$ cat src/rtl/prio_code_decoder.sv
`default_nettype none
// ============================================================================
//  Module   : prio_code_decoder
//  Purpose  : Turns a binary priority code back into a timed one-hot strobe.
//             Each accepted code drives its output line for HOLD_CYCLES cycles,
//             then the output stays all-zero for GAP_CYCLES cycles. A
//             single-cycle done pulse marks the end of every transaction.
//  Ports    : clk        - rising-edge clock
//             rst        - asynchronous active-high reset
//             in_valid   - upstream presents a code
//             in_ready   - block accepts a code this cycle
//             in_code    - binary index of the channel to strobe
//             in_zero    - "no request" flag; the transaction runs with no strobe
//             out_onehot - registered one-hot strobe
//             out_active - high while holding a non-zero strobe
//             done       - one-cycle pulse when a transaction completes
//  Options  : PRIO_CODE_DECODER_SKID_EN - adds a one-entry request buffer so
//             that one code can be accepted during HOLD/GAP and started with
//             no IDLE cycle in between.
//  Revision : 1.0 - initial release
// ============================================================================
module prio_code_decoder #(
  parameter int IN_W        = 2,
  parameter int HOLD_CYCLES = 4,
  parameter int GAP_CYCLES  = 1
) (
  input  logic                 clk,
  input  logic                 rst,
  input  logic                 in_valid,
  output logic                 in_ready,
  input  logic [IN_W-1:0]      in_code,
  input  logic                 in_zero,
  output logic [2**IN_W-1:0]   out_onehot,
  output logic                 out_active,
  output logic                 done
);

  localparam int         C_OUT_W     = 2**IN_W;
  localparam logic [7:0] C_HOLD_LOAD = 8'(HOLD_CYCLES - 1);
  localparam logic [7:0] C_GAP_LOAD  = (GAP_CYCLES > 0) ? 8'(GAP_CYCLES - 1) : 8'd0;

  typedef enum logic [1:0] {
    S_IDLE = 2'd0,
    S_HOLD = 2'd1,
    S_GAP  = 2'd2
  } state_t;

  state_t               r_state, w_state_nxt;
  logic [7:0]           r_cnt, w_cnt_nxt;
  logic [C_OUT_W-1:0]   r_onehot, w_onehot_nxt;
  logic                 r_active, w_active_nxt;
  logic                 r_done, w_done_nxt;
  logic                 w_xfer;
  logic                 w_finish;

  function automatic logic [C_OUT_W-1:0] f_decode(input logic [IN_W-1:0] code,
                                                  input logic            zero);
    f_decode = zero ? '0 : (C_OUT_W'(1) << code);
  endfunction

`ifdef PRIO_CODE_DECODER_SKID_EN
  logic              r_buf_full;
  logic [IN_W-1:0]   r_buf_code;
  logic              r_buf_zero;
  logic              w_push;
  logic              w_pop;

  assign in_ready = !rst && ((r_state == S_IDLE) || !r_buf_full);
`else
  assign in_ready = !rst && (r_state == S_IDLE);
`endif

  assign w_xfer = in_valid && in_ready;

  // State register and registered outputs
  always_ff @(posedge clk or posedge rst) begin
    if (rst) begin
      r_state  <= S_IDLE;
      r_cnt    <= 8'd0;
      r_onehot <= '0;
      r_active <= 1'b0;
      r_done   <= 1'b0;
    end else begin
      r_state  <= w_state_nxt;
      r_cnt    <= w_cnt_nxt;
      r_onehot <= w_onehot_nxt;
      r_active <= w_active_nxt;
      r_done   <= w_done_nxt;
    end
  end

  // Next-state and next-output logic
  always_comb begin
    w_state_nxt  = r_state;
    w_cnt_nxt    = r_cnt;
    w_onehot_nxt = r_onehot;
    w_active_nxt = r_active;
    w_done_nxt   = 1'b0;
    w_finish     = 1'b0;
`ifdef PRIO_CODE_DECODER_SKID_EN
    w_pop        = 1'b0;
    w_push       = 1'b0;
`endif

    case (r_state)
      S_IDLE: begin
        if (w_xfer) begin
          w_state_nxt  = S_HOLD;
          w_onehot_nxt = f_decode(in_code, in_zero);
          w_active_nxt = !in_zero;
          w_cnt_nxt    = C_HOLD_LOAD;
        end
      end
      S_HOLD: begin
        if (r_cnt == 8'd0) begin
          if (GAP_CYCLES > 0) begin
            w_state_nxt  = S_GAP;
            w_onehot_nxt = '0;
            w_active_nxt = 1'b0;
            w_cnt_nxt    = C_GAP_LOAD;
          end else begin
            w_finish = 1'b1;
          end
        end else begin
          w_cnt_nxt = r_cnt - 8'd1;
        end
      end
      S_GAP: begin
        w_onehot_nxt = '0;
        w_active_nxt = 1'b0;
        if (r_cnt == 8'd0) begin
          w_finish = 1'b1;
        end else begin
          w_cnt_nxt = r_cnt - 8'd1;
        end
      end
      default: begin
        w_state_nxt  = S_IDLE;
        w_onehot_nxt = '0;
        w_active_nxt = 1'b0;
        w_cnt_nxt    = 8'd0;
      end
    endcase

    // End of a transaction: done is registered so it lands in the first
    // cycle after the hold/gap window, whatever state follows.
    if (w_finish) begin
      w_done_nxt = 1'b1;
`ifdef PRIO_CODE_DECODER_SKID_EN
      if (r_buf_full) begin
        w_pop        = 1'b1;
        w_state_nxt  = S_HOLD;
        w_onehot_nxt = f_decode(r_buf_code, r_buf_zero);
        w_active_nxt = !r_buf_zero;
        w_cnt_nxt    = C_HOLD_LOAD;
      end else if (w_xfer) begin
        // A code arriving on the very last cycle bypasses the empty buffer
        // so it is never stranded behind an IDLE state.
        w_state_nxt  = S_HOLD;
        w_onehot_nxt = f_decode(in_code, in_zero);
        w_active_nxt = !in_zero;
        w_cnt_nxt    = C_HOLD_LOAD;
      end else
`endif
      begin
        w_state_nxt  = S_IDLE;
        w_onehot_nxt = '0;
        w_active_nxt = 1'b0;
        w_cnt_nxt    = 8'd0;
      end
    end

`ifdef PRIO_CODE_DECODER_SKID_EN
    w_push = w_xfer && (r_state != S_IDLE) && !(w_finish && !r_buf_full);
`endif
  end

`ifdef PRIO_CODE_DECODER_SKID_EN
  // One-entry request buffer; a push in the same cycle as a pop refills it.
  always_ff @(posedge clk or posedge rst) begin
    if (rst) begin
      r_buf_full <= 1'b0;
      r_buf_code <= '0;
      r_buf_zero <= 1'b0;
    end else if (w_push) begin
      r_buf_full <= 1'b1;
      r_buf_code <= in_code;
      r_buf_zero <= in_zero;
    end else if (w_pop) begin
      r_buf_full <= 1'b0;
    end
  end
`endif

  assign out_onehot = r_onehot;
  assign out_active = r_active;
  assign done       = r_done;

endmodule
`default_nettype wire

$ cat config.mk
export PLATFORM = sky130hd
export DESIGN_NAME = prio_code_decoder
export DESIGN_NICKNAME = d
export VERILOG_FILES = /design/src/rtl/prio_code_decoder.sv
export SDC_FILE = /design/constraint.sdc
export NUM_CORES = 1
export LEC_CHECK = 0
export ABC_AREA = 0
export CELL_PAD_IN_SITES_DETAIL_PLACEMENT = 1
export CELL_PAD_IN_SITES_GLOBAL_PLACEMENT = 1
export CORE_MARGIN = 2
export CORE_UTILIZATION = 36
export DETAILED_ROUTE_END_ITERATION = 8
export GPL_ROUTABILITY_DRIVEN = 0
export PLACE_DENSITY_LB_ADDON = 0.3
export SETUP_SLACK_MARGIN = 0.02
export SYNTH_ARGS = -nofsm -noshare
export SYNTH_HDL_FRONTEND = slang
export SYNTH_SLANG_ARGS = --single-unit
$ cat constraint.sdc
create_clock -name clk -period 1.6 [get_ports clk]
set_input_delay 0.32 -clock clk [delete_from_list [all_inputs] [get_ports clk]]
set_output_delay 0.32 -clock clk [all_outputs]
set_load 0.005 [all_outputs]
==> run_1/metal_stack.png <==
Bar = 20 um.
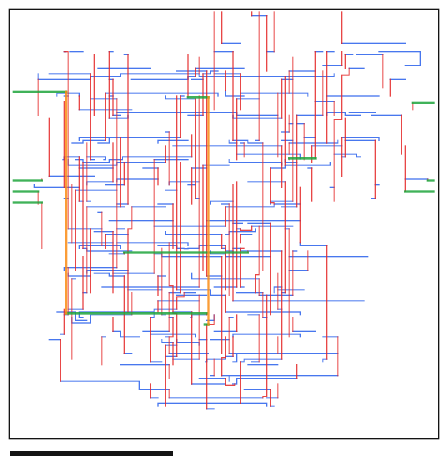
Key: blue = met1 [wire length 901 um]; red = met2 [wire length 1020 um]; green = met3 [wire length 61.4 um]; orange = met4 [wire length 55.1 um]

==> run_1/pins.png <==
Pins as bars across the die edge, other pins in grey.
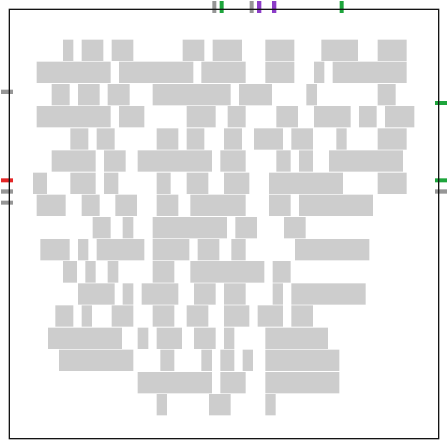
Key: purple = `in_code` [pins 2, direction input, edge north]; red = `in_ready` [pins 1, direction output, edge west]; green = `out_onehot` [pins 4, direction output, edge 2 east, 2 north]
All pins by edge: 6 north, 4 west, 3 east.

==> run_1/clock_map.png <==
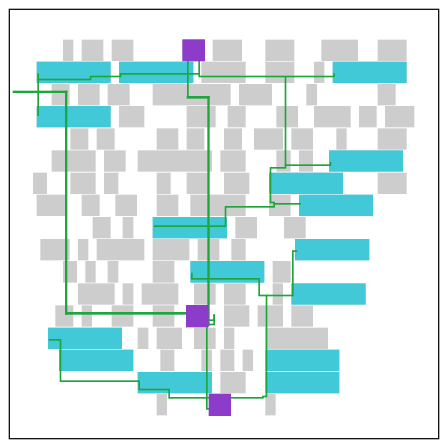
Key: cyan = flip-flops [count 16]; green = clock wires [length 261 um]; purple = cells driving clock nets [count 3]
Position of the flops: widely spread. There are 4 routed clock nets.

==> reports/results.env, run 1 <==
RUN_STATUS='complete, no violations'
DESIGN.CORE.AREA_UM2=2210
CP_DATA_ARRIVAL_TIME_NS=1.72
POST-ROUTE-PERIOD-UTIL_PCT=95.9
SYNTH.TOP_CELLS.BY_COUNT='sky130_fd_sc_hd__dfrtp_1, sky130_fd_sc_hd__nor2_1, sky130_fd_sc_hd__nand2_1'
VIAS=709
CLOCK_LATENCY_NS=0.30
SYNTH.YOSYS.NUM_CELLS=82
SYNTH.TOP_CELL.AREA_SHARE_PCT=47.2
PATH_MAX_FANOUT=3
LAYOUT.NON_CLOCK_BUFFERS=28
FINAL_CELL_MIX='sky130_fd_sc_hd__dfrtp_1, sky130_fd_sc_hd__buf_4, sky130_fd_sc_hd__clkdlybuf4s50_1'
START_OF_THE_WORST_REGISTER_TO_REGISTER_PATH='r_cnt[1]'
SYN-NUM-NETS=90
CTS_TREE='yes'
LOGIC_AREA_UM2=487
GRT_ANTENNA_BEFORE_REPAIR=0
RR_WORST_DEPTH=5
CP.BUFFERS_INVERTERS=1
YS_SH_MUX_PCT=3.10
VIA_PER_INST=5.10
GR_UTIL_MET1_PCT=23.1
CLOCK-SKEW-FINAL_NS=0.00727
AREA_AFTER_DPL_UM2=1100
CP-START-KIND='register'
COMB_AREA_SHARE_PCT=40.6
CTS_SETUP_BUFFERS=1
POWER_SWITCHING_uW=887
GRT_PASS1_VIAS=736
GRT_FIRST_PASS_WIRELENGTH_UM=3440
PATH_CELLS='inv_2 > ha_4 > nor3b_4 > a311oi_4 > mux2_4'
OVERALL_GLOBAL_ROUTING_RESOURCE_USAGE_PCT=18.3
AREA_SHARE_OF_BUFFERS_OUTSIDE_THE_CLOCK_NETWORK_PCT=19.9
P_CLK_SHARE_PCT=10.1
COMB-POWER_uW=1300
CLOCKNETWORKAREASHARE_PCT=1.88
LARGEST_REGISTER='r_cnt'
FINAL_CORE_UTIL_PCT=54.2
DRT_ITER0_MARKERS=6
CLK_PIN_SLEW_NS=0.10
LAY_TOP_COUNT='sky130_fd_sc_hd__dfrtp_1'
NUM-NETS-FINAL=121
TOP_POWER_GROUP='combinational cells'
SEQ_AREA_FRAC_SYNTH_PCT=47.2
YS_SH_XOR_PCT=5.16
NUMPLACEDINSTANCES=134
WIRELENGTH_MET1_UM=901
COMB_POWER_SHARE_PCT=59.3
DPL_WORST_SLACK_NS=-0.277
CRITICAL-PATH-MAX-STAGE-DELAY_NS=0.39
WORST-SETUP-PATH-TYPE='reg -> reg'
DRC=0
WORST_IR_DROP_VDD_V=0.00100
YS_SEQ_ELEMENTS=16
LAYOUT.COMB_GATES.MULTI_INPUT=60
GRT_MAX_DEGREE=17
TOTAL_POWER_uW=2190
FINAL_LAYOUT_SIZE_SUFFIX_GT1_SHARE_PCT=38.7
HTREE_NUM_LEVELS=1
WL_PER_CELL_UM=14.6
NFLOPSANDLATCHES=16
SYNTH-MAIN-FF-CELL='sky130_fd_sc_hd__dfrtp_1'
MAX_SLEW_MARGIN_PCT=80.2
MAX_CLOCK_FREQ_GHz=0.652
WORST_SLACK_NS=0.0663
POST_SYNTH.CELL_AREA_AVG_UM2=10.3
SWITCHING_SHARE_PCT=40.6
==> run 2, diff against run 1 <==
--- a/config.mk
+++ b/config.mk
@@ -14,4 +14,5 @@
 export GPL_ROUTABILITY_DRIVEN = 0
 export PLACE_DENSITY_LB_ADDON = 0.3
+export RECOVER_POWER = 25
 export SETUP_SLACK_MARGIN = 0.02
 export SYNTH_ARGS = -nofsm -noshare
==> constraint.sdc (replaced) <==
create_clock -name clk -period 1.6 [get_ports clk]
set_input_delay 0.4 -clock clk [delete_from_list [all_inputs] [get_ports clk]]
set_output_delay 0.4 -clock clk [all_outputs]
set_load 0.005 [all_outputs]
==> run_2/port_nets.png <==
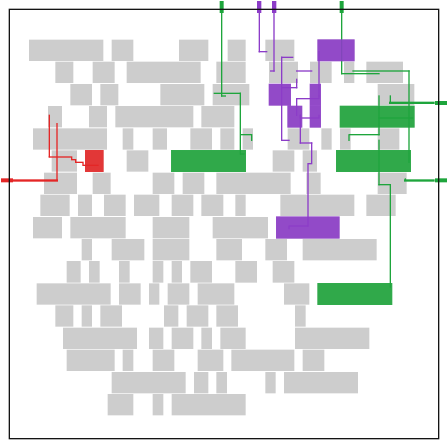
Key: green = `out_onehot` [direction output, edge 2 east, 2 north, end cells 4, buffers 4, wire 96.7 um]; purple = `in_code` [direction input, edge north, end cells 6, buffers 4, wire 62.3 um]; red = `in_ready` [direction output, edge west, end cells 1, buffers 1, wire 24.4 um]

==> run 2 against run 1 <==
  * Cell area up 1.5%
  * Utilization rose by 0.79 points
  * Largest power group unchanged
  * Flip-flop count unchanged
  * Routed wire length fell by 0.64%
  * Critical path type is now in -> reg
==> reports/results.env, run 2 <==
TOP_CELL='sky130_fd_sc_hd__dfrtp_1'
VIAS=731  # +3.1%
CLOCK_LATENCY_NS=0.28  # -0.02 ns
POST_SYNTH.CELL_AREA_AVG_UM2=10.3  # unchanged
FINAL_LAYOUT_SIZE_SUFFIX_GT1_SHARE_PCT=34.2  # -4.5 points
ASYNC_FLOP_SHARE_PCT=100
HTREE_NUM_LEVELS=1  # unchanged
YS_SH_MUX_PCT=3.10  # unchanged
LARGEST_REGISTER='r_cnt'
DRT_PRE_ANTENNA_ITERS=4
GRT_FIRST_PASS_WIRELENGTH_UM=3060  # -11%
LAYOUT.NON_CLOCK_BUFFERS=31  # +11%
MAX_CLOCK_FREQ_GHz=0.627  # -3.9%
SLEW_VIOL_FINAL=0
N_ANTENNA_CELL=0
GR_UTIL_MET1_PCT=19.1  # -4.0 points
HP-START='out_onehot[3]'
YS_SEQ_ELEMENTS=16  # unchanged
SWITCHING_SHARE_PCT=40.3  # -0.25 points
START_OF_THE_WORST_REGISTER_TO_REGISTER_PATH='r_cnt[1]'
NFLOPSANDLATCHES=16  # unchanged
NUMPLACEDINSTANCES=135  # +0.75%
AREA_GROWTH_FROM_SYNTHESIS_TO_LAYOUT_PCT=43.4
DESIGN.CORE.AREA_UM2=2210  # unchanged
CLOCK-SINKS=16
SYN_AREA_UM2=848
VIA_PER_INST=5.15  # +0.92%
GRT_PASS1_VIAS=718  # -2.4%
FINAL.SETUP.TNS_NS=0
CP-START-KIND='input pin'
LAY_TOP_COUNT='sky130_fd_sc_hd__buf_4'
SETUP-VIOLATIONS-FINAL=0
DRC=0  # unchanged
LOGIC_AREA_UM2=477  # -2.1%
POST-ROUTE-PERIOD-UTIL_PCT=99.7  # +3.9 points
SLEW_OF_THE_PIN_WITH_THE_LOWEST_SLEW_MARGIN_NS=0.417
WL_PER_CELL_UM=14.2  # -2.7%
GRT_ANTENNA_BEFORE_REPAIR=0  # unchanged
POWER_SWITCHING_uW=874  # -1.5%
DPL_WORST_SLACK_NS=-0.354  # -0.0767 ns
OVERALL_GLOBAL_ROUTING_RESOURCE_USAGE_PCT=15.5  # -2.7 points
COMB_POWER_SHARE_PCT=59.8  # +0.5 points
SYNTH-MAIN-FF-CELL='sky130_fd_sc_hd__dfrtp_1'
WIRELENGTH_MET1_UM=821  # -8.9%
NUM-NETS-FINAL=124  # +2.5%
MAX_SLEW_MARGIN_PCT=72.2  # -8.1 points
DETAILROUTE.WIRELENGTH.MET2_UM=1110
SYNTH.YOSYS.NUM_CELLS=82  # unchanged
SYN-NUM-NETS=90  # unchanged
WORST_SLACK_NS=0.00429  # -0.0620 ns
FINAL_CORE_UTIL_PCT=55.0  # +0.79 points
PATH_MAX_FANOUT=3  # unchanged
SEQ_AREA_FRAC_SYNTH_PCT=47.2  # unchanged
TOTAL_POWER_uW=2170  # -0.91%
TOTAL_LEAKAGE_POWER_uW=0.000598
LARGESTCLASSBYAREA='logic gates'
TOP_SIGNAL_LAYER_USED='met4'
P_CLK_SHARE_PCT=9.5  # -0.6 points
PATH_CELLS='clkdlybuf4s50_1 > nor2b_2 > o211ai_2 > or4_1 > a21oi_1'
SYNTH_SIMPLE_GATE_AREA_SHARE_PCT=21.5
WORST_IR_DROP_VDD_V=0.000879  # -12%
CLOCK-SKEW-FINAL_NS=0.00306  # -0.00421 ns
LAYOUT.COMB_GATES.MULTI_INPUT=60  # unchanged
RUN_STATUS='complete, no violations'
DRT_ITER0_MARKERS=9  # +3
YS_SH_XOR_PCT=5.16  # unchanged
CLOCKNETWORKAREASHARE_PCT=1.85  # -0.027 points
COMB_AREA_SHARE_PCT=39.2  # -1.4 points
FINAL_CELL_MIX='sky130_fd_sc_hd__buf_4, sky130_fd_sc_hd__dfrtp_1, sky130_fd_sc_hd__nor2_1'
AREA_SHARE_OF_BUFFERS_OUTSIDE_THE_CLOCK_NETWORK_PCT=21.9  # +2.0 points
CLK_PIN_SLEW_NS=0.09  # about the same
COMB-POWER_uW=1300  # about the same
RR_WORST_DEPTH=7  # +2
WORST-SETUP-PATH-TYPE='in -> reg'
GRT_MAX_DEGREE=17  # unchanged
GROUTE.LAYER.MET3.USAGE_PCT=2.57
CTS_SETUP_BUFFERS=1  # unchanged
TOP_POWER_GROUP='combinational cells'
CP_DATA_ARRIVAL_TIME_NS=1.80  # +0.08 ns
CP.BUFFERS_INVERTERS=1  # unchanged
CRITICAL-PATH-MAX-STAGE-DELAY_NS=0.51  # +0.12 ns
CTS_TREE='yes'
SYNTH.TOP_CELL.AREA_SHARE_PCT=47.2  # unchanged
SYNTH.TOP_CELLS.BY_COUNT='sky130_fd_sc_hd__dfrtp_1, sky130_fd_sc_hd__nor2_1, sky130_fd_sc_hd__nand2_1'
==> run 3, diff against run 2 <==
- CAP_MARGIN: unset -> 20
- GPL_ROUTABILITY_DRIVEN: 0 -> unset
==> run_3/pins.png <==
Pins as bars across the die edge, other pins in grey.
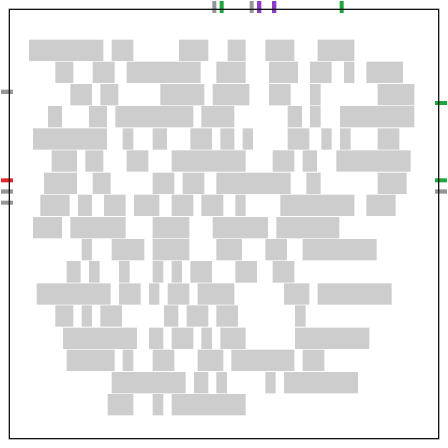
Key: purple = `in_code` [pins 2, direction input, edge north]; green = `out_onehot` [pins 4, direction output, edge 2 east, 2 north]; red = `in_ready` [pins 1, direction output, edge west]

==> run 3 against run 2 <==
  * First-iteration DRC count stayed put
  * Critical path depth unchanged
  * Count of clock-buffer cells in the layout unchanged
  * Clock power is essentially flat
  * Sequential power barely moved
  * Largest power group unchanged
  * Worst setup slack unchanged
==> reports/results.env, run 3 <==
ASYNC_FLOP_SHARE_PCT=100  # unchanged
DESIGN.CORE.AREA_UM2=2210  # unchanged
P_CLK_SHARE_PCT=9.5  # about the same
SLEW_OF_THE_PIN_WITH_THE_LOWEST_SLEW_MARGIN_NS=0.417  # unchanged
FINAL_CORE_UTIL_PCT=55.0  # unchanged
SYNTH.TOP_CELLS.BY_COUNT='sky130_fd_sc_hd__dfrtp_1, sky130_fd_sc_hd__nor2_1, sky130_fd_sc_hd__nand2_1'
N_ANTENNA_CELL=0  # unchanged
YS_SEQ_ELEMENTS=16  # unchanged
GROUTE.LAYER.MET3.USAGE_PCT=2.57  # unchanged
TOP_CELL='sky130_fd_sc_hd__dfrtp_1'
CP.BUFFERS_INVERTERS=1  # unchanged
LARGESTCLASSBYAREA='logic gates'
SLEW_VIOL_FINAL=0  # unchanged
DPL_WORST_SLACK_NS=-0.354  # unchanged
OVERALL_GLOBAL_ROUTING_RESOURCE_USAGE_PCT=15.5  # unchanged
START_OF_THE_WORST_REGISTER_TO_REGISTER_PATH='r_cnt[1]'
FINAL.SETUP.TNS_NS=0  # unchanged
TOP_SIGNAL_LAYER_USED='met4'
AREA_SHARE_OF_BUFFERS_OUTSIDE_THE_CLOCK_NETWORK_PCT=21.9  # unchanged
SWITCHING_SHARE_PCT=40.3  # unchanged
DETAILROUTE.WIRELENGTH.MET2_UM=1110  # unchanged
AREA_GROWTH_FROM_SYNTHESIS_TO_LAYOUT_PCT=43.4  # unchanged
LOGIC_AREA_UM2=477  # unchanged
SYNTH.TOP_CELL.AREA_SHARE_PCT=47.2  # unchanged
SETUP-VIOLATIONS-FINAL=0  # unchanged
MAX_SLEW_MARGIN_PCT=72.2  # unchanged
YS_SH_XOR_PCT=5.16  # unchanged
CLK_PIN_SLEW_NS=0.09  # about the same
CLOCK_LATENCY_NS=0.28  # about the same
LAYOUT.NON_CLOCK_BUFFERS=31  # unchanged
PATH_CELLS='clkdlybuf4s50_1 > nor2b_2 > o211ai_2 > or4_1 > a21oi_1'
DRT_ITER0_MARKERS=9  # unchanged
COMB_AREA_SHARE_PCT=39.2  # unchanged
GRT_PASS1_VIAS=718  # unchanged
POST_SYNTH.CELL_AREA_AVG_UM2=10.3  # unchanged
CLOCKNETWORKAREASHARE_PCT=1.85  # unchanged
NUMPLACEDINSTANCES=135  # unchanged
WORST_SLACK_NS=0.00429  # unchanged
CLOCK-SINKS=16  # unchanged
COMB-POWER_uW=1300  # about the same
GR_UTIL_MET1_PCT=19.1  # unchanged
GRT_MAX_DEGREE=17  # unchanged
RUN_STATUS='complete, no violations'
WORST_IR_DROP_VDD_V=0.000879  # unchanged
HP-START='out_onehot[3]'
SEQ_AREA_FRAC_SYNTH_PCT=47.2  # unchanged
COMB_POWER_SHARE_PCT=59.8  # about the same
FINAL_LAYOUT_SIZE_SUFFIX_GT1_SHARE_PCT=34.2  # unchanged
SYN-NUM-NETS=90  # unchanged
GRT_ANTENNA_BEFORE_REPAIR=0  # unchanged
POST-ROUTE-PERIOD-UTIL_PCT=99.7  # unchanged
SYNTH-MAIN-FF-CELL='sky130_fd_sc_hd__dfrtp_1'
FINAL_CELL_MIX='sky130_fd_sc_hd__buf_4, sky130_fd_sc_hd__dfrtp_1, sky130_fd_sc_hd__nor2_1'
PATH_MAX_FANOUT=3  # unchanged
CTS_TREE='yes'
HTREE_NUM_LEVELS=1  # unchanged
POWER_SWITCHING_uW=874  # unchanged
LARGEST_REGISTER='r_cnt'
CLOCK-SKEW-FINAL_NS=0.00306  # unchanged
NFLOPSANDLATCHES=16  # unchanged
YS_SH_MUX_PCT=3.10  # unchanged
GRT_FIRST_PASS_WIRELENGTH_UM=3060  # unchanged
TOTAL_LEAKAGE_POWER_uW=0.000598  # unchanged
CP_DATA_ARRIVAL_TIME_NS=1.80  # about the same
MAX_CLOCK_FREQ_GHz=0.627  # unchanged
CTS_SETUP_BUFFERS=1  # unchanged
Power figures rest on the tool's default switching activity, not on a simulated workload.
